`src/rtl/uart_pkg.sv`:
```
// Shared UART definitions: FSM states, frame geometry and line levels.
`timescale 1ns/1ps
package uart_pkg;

    localparam int unsigned DATA_BITS = 8;
    localparam int unsigned BIT_IDX_W = $clog2(DATA_BITS);

    localparam logic LINE_IDLE = 1'b1;
    localparam logic START_BIT = 1'b0;

    typedef enum logic [1:0] {
        IDLE,
        START,
        DATA,
        STOP
    } uart_state_e;

endpackage

```
`src/rtl/uart_tx_if.sv`:
```
// Request/serial-line bundle between the result path (master) and uart_tx (slave).
`timescale 1ns/1ps
interface uart_tx_if;
    import uart_pkg::*;

    logic                 uout_valid;
    logic [DATA_BITS-1:0] tx_data;
    logic                 txd;
    logic                 tx_valid;

    modport master (
        output uout_valid,
        output tx_data,
        input  txd,
        input  tx_valid
    );

    modport slave (
        input  uout_valid,
        input  tx_data,
        output txd,
        output tx_valid
    );

endinterface

```
`src/rtl/uart_baud_cnt.sv`:
```
// Bit-period counter: emits a one-cycle bit_done_o tick every CLKS_PER_BIT clocks.
`timescale 1ns/1ps
module uart_baud_cnt #(
    parameter int unsigned CLKS_PER_BIT = 16
) (
    input  logic clk,
    input  logic rst,
    input  logic clr_i,
    output logic bit_done_o
);

    localparam int unsigned CNT_W = (CLKS_PER_BIT > 1) ? $clog2(CLKS_PER_BIT) : 1;
    localparam logic [CNT_W-1:0] CNT_MAX = CNT_W'(CLKS_PER_BIT - 1);

    logic [CNT_W-1:0] cnt_q;

    always_ff @(posedge clk or posedge rst) begin
        if (rst) begin
            cnt_q <= '0;
        end else if (clr_i || cnt_q == CNT_MAX) begin
            cnt_q <= '0;
        end else begin
            cnt_q <= cnt_q + 1'b1;
        end
    end

    assign bit_done_o = !clr_i && (cnt_q == CNT_MAX);

endmodule

```
`src/rtl/uart_tx.sv`:
```
// 8N1 UART transmitter: one byte per level request, fixed CLKS_PER_BIT bit timing.
`timescale 1ns/1ps
module uart_tx
    import uart_pkg::*;
#(
    parameter int unsigned CLKS_PER_BIT = 16
) (
    input  logic       clk,
    input  logic       rst,
    uart_tx_if.slave   bus
);

    uart_state_e          state_q;
    logic [DATA_BITS-1:0] shift_q;
    logic [BIT_IDX_W-1:0] bit_idx_q;
    logic                 txd_q;
    logic                 tx_valid_q;
    logic                 baud_clr;
    logic                 bit_done;

    // Counter is held at zero in IDLE so every frame begins on a full bit period.
    assign baud_clr = (state_q == IDLE);

    uart_baud_cnt #(
        .CLKS_PER_BIT(CLKS_PER_BIT)
    ) u_baud_cnt (
        .clk       (clk),
        .rst       (rst),
        .clr_i     (baud_clr),
        .bit_done_o(bit_done)
    );

    always_ff @(posedge clk or posedge rst) begin
        if (rst) begin
            state_q    <= IDLE;
            shift_q    <= '0;
            bit_idx_q  <= '0;
            txd_q      <= LINE_IDLE;
            tx_valid_q <= 1'b0;
        end else begin
            case (state_q)
                IDLE: begin
                    if (bus.uout_valid) begin
                        shift_q    <= bus.tx_data;
                        txd_q      <= START_BIT;
                        tx_valid_q <= 1'b1;
                        state_q    <= START;
                    end
                end
                START: begin
                    if (bit_done) begin
                        bit_idx_q <= '0;
                        txd_q     <= shift_q[0];
                        state_q   <= DATA;
                    end
                end
                DATA: begin
                    if (bit_done) begin
                        if (bit_idx_q == BIT_IDX_W'(DATA_BITS - 1)) begin
                            txd_q   <= LINE_IDLE;
                            state_q <= STOP;
                        end else begin
                            // Next line level comes from bit 1 since the shift lands on the same edge.
                            bit_idx_q <= bit_idx_q + 1'b1;
                            shift_q   <= shift_q >> 1;
                            txd_q     <= shift_q[1];
                        end
                    end
                end
                STOP: begin
                    if (bit_done) begin
                        tx_valid_q <= 1'b0;
                        state_q    <= IDLE;
                    end
                end
                default: begin
                    txd_q      <= LINE_IDLE;
                    tx_valid_q <= 1'b0;
                    state_q    <= IDLE;
                end
            endcase
        end
    end

    assign bus.txd      = txd_q;
    assign bus.tx_valid = tx_valid_q;

endmodule

```
`src/flat_wrapper.sv`:
```
// flat-port wrapper written by rule: the top's interface ports become plain ports
module uart_tx_flat import uart_pkg::*;
#(
    parameter int unsigned CLKS_PER_BIT = 16
)
  (clk, rst, bus_uout_valid, bus_tx_data, bus_txd, bus_tx_valid);
  uart_tx_if bus_i ();
  input  logic clk;
  input  logic rst;
  input wire logic [$bits(bus_i.uout_valid)-1:0] bus_uout_valid;
  input wire logic [$bits(bus_i.tx_data)-1:0] bus_tx_data;
  output wire logic [$bits(bus_i.txd)-1:0] bus_txd;
  output wire logic [$bits(bus_i.tx_valid)-1:0] bus_tx_valid;
  assign bus_i.uout_valid = bus_uout_valid;
  assign bus_i.tx_data = bus_tx_data;
  assign bus_txd = bus_i.txd;
  assign bus_tx_valid = bus_i.tx_valid;
  uart_tx #(.CLKS_PER_BIT(CLKS_PER_BIT)) u_core (.clk(clk), .rst(rst), .bus(bus_i));
endmodule
```
`config.mk`:
```
export PLATFORM = sky130hd
export DESIGN_NAME = uart_tx_flat
export DESIGN_NICKNAME = d
export VERILOG_FILES = /design/src/rtl/uart_pkg.sv /design/src/rtl/uart_tx_if.sv /design/src/rtl/uart_baud_cnt.sv /design/src/rtl/uart_tx.sv /design/src/flat_wrapper.sv
export SDC_FILE = /design/constraint.sdc
export NUM_CORES = 1
export LEC_CHECK = 0
export ABC_AREA = 1
export ABC_CLOCK_PERIOD_IN_PS = 1600
export CORE_MARGIN = 5
export CORE_UTILIZATION = 48
export DETAILED_ROUTE_END_ITERATION = 12
export HOLD_SLACK_MARGIN = 0.1
export PLACE_DENSITY = 0.82
export SYNTH_ARGS = -nofsm -noshare
export SYNTH_HDL_FRONTEND = slang
export SYNTH_SLANG_ARGS = --single-unit
export TNS_END_PERCENT = 1
```
`constraint.sdc`:
```
create_clock -name clk -period 1.6 [get_ports clk]
set_clock_uncertainty 0.1 [all_clocks]
set_input_delay 0.32 -clock clk [delete_from_list [all_inputs] [get_ports clk]]
set_output_delay 0.32 -clock clk [all_outputs]
set_load 0.01 [all_outputs]
```
pinout.png
Pins as bars across the die edge, other pins in grey.
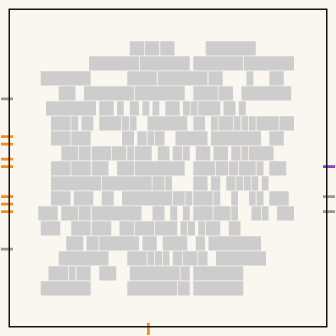
legend:
  purple:
    port: `bus_txd`
    pins: 1
    direction: output
    edge: right
  orange:
    port: `bus_tx_data`
    pins: 8
    direction: input
    edge: 7 left, 1 bottom

m3.png
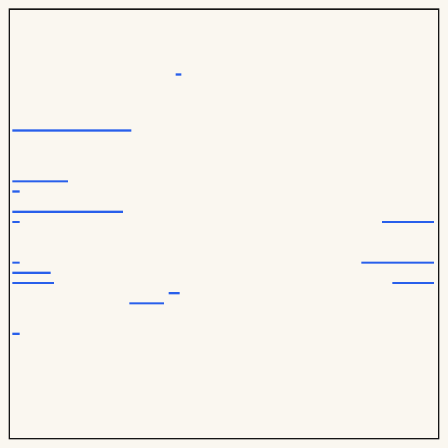
share of all routed wire: 3.5%
wire length on this layer: 77.3 um

==> summary.txt <==
Implementation results.

Summed over all layers, the routed wires come to 2221 um. By area, the class that comes first in the final layout consists of multi-input combinational cells. The critical path in the final layout is reported with a setup slack of -0.003751 ns. IR analysis of the VDD net gives a maximum drop of 0.001180 V.

The critical path endpoint has a required time of 1.71 ns. In the final report, the number of endpoints failing setup comes to 1. Sequential cells make up 30.33% of the cell area. Ranking logic cells in the layout by count gives the top entries nand2_1, dfrtp_1, buf_4, nand2_2, clkdlybuf4s50_1. The smallest clock period supported by the final layout is computed as 1.604 ns. The routed metal-1 wirelength is 958 um. The number of cells upsized or downsized after cts is 9.

The internal power of the cells totals 1.714 mW. The most critical setup path has its startpoint at u_core.bit_idx_q[1]. The worst setup path is captured at a flip-flop. The CTS tree is built. The routed design uses 77 um of met3 wire. The count of final max-slew check failures is 0. The fraction of synthesized cell area in xor and xnor cells is 0%. After its last routability iteration, the placer logged a weighted congestion of 0.7697. The fraction of the core area covered by cells at the end of the flow is 72.43%. In the routed design, unresolved DRC markers number 0. The finished cells cover 1572 um^2. The number of buffers between clock root and the deepest sink is 2. The clock latency reported for the late side of the worst-skew pair is 0.31 ns. The synthesized netlist was found by Yosys to have 120 cells.

Summing over the stages, the warning tally comes to 33. The number of multi-input combinational cells in the layout is 89. The clock transition at the register clock pins on the worst setup and hold paths after CTS is 0.12 ns. The cell-mix breakdown from Yosys lists the compound-gate area share as 11.79%. The final reports fail on setup timing.

Final hold analysis gives a worst-case slack of 0.2108 ns. The worst register-to-register path begins at u_core.bit_idx_q[1]. met2 track demand over resource after global routing is 24.80%.

Per the OpenROAD floorplan log, the height of the die is 57.27 um. The category of the most critical setup path is reg -> reg. Global routing consumed, on the met1 layer, 15.96% of the routing resources.

The first global-routing pass estimated 3615 um of wire. Yosys attributes the largest share of cell area to dfrtp_1, nand2_1, ha_1. The tap cell count is 28.

Summed over all nets, wire length on met2 after detailed routing comes to 1132 um. The number of antenna violations at the first check in global routing was 0. The portion of total power attributed to the clock network is 8.8%.

The global router reports that the layer with the highest usage is met2. In the final layout, the registers with the most flip-flops are u_core.shift_q: 8 flops, u_core.u_baud_cnt.cnt_q: 4 flops, u_core.bit_idx_q: 3 flops. The flow ran to the end, but the final reports show violations. Yosys reports the multiplexer fraction of the synthesized area as 5.601%. The multi-input combinational cells in the finished layout cover a total of 669.4 um^2. After clock tree synthesis, the setup repair step added 0 buffers. The number of synthesized flops with an enable pin is 0. The via count of the first global-routing pass was 905. Per the detail_route report, vias per standard cell equal 4.913.

The standby leakage power is 0.7280 nW. The area of the die is 3279 um^2. The cell sequence reported for the critical path is ha_2 > ha_4 > inv_2 > nand2_2 > a21oi_2 > nand2_2 > buf_12 > nand2_2 > o21ai_2. The final layout report lists a non-clock buffer count of 33. Once detail routing completed, the nets flagged for antenna violations numbered 0.

The period utilization is 100.2%. The flop and latch count out of synthesis is 19. In this run, distinct cell masters in the synthesized netlist total 23.

The floorplan die width is 57.27 um. The clock sink total is 19. The total grt overflow is 0. Per the synthesis report, the single largest cell type by area occupies 42.01% of cell area. Of the total power, registers draw 27.7%. The total number of placement rows is 17. The cell-mix breakdown from Yosys lists the adder-cell area share as 10.50%. After the last flow step, the layout net total stands at 176. The clock network takes up 1.752% of total cell area after layout.
ff_map.png
Other sequential cells in the stronger grey, the rest of the logic in the fainter grey.
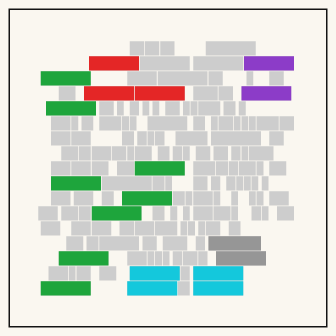
legend:
  cyan:
    signal: `u_core.u_baud_cnt.cnt_q`
    placed_flops: 4
    where: bottom centre
  purple:
    signal: `u_core.state_q`
    placed_flops: 2
  red:
    signal: `u_core.bit_idx_q`
    placed_flops: 3
  green:
    signal: `u_core.shift_q`
    placed_flops: 8
not coloured: 2

Power and IR drop assume default switching activity.
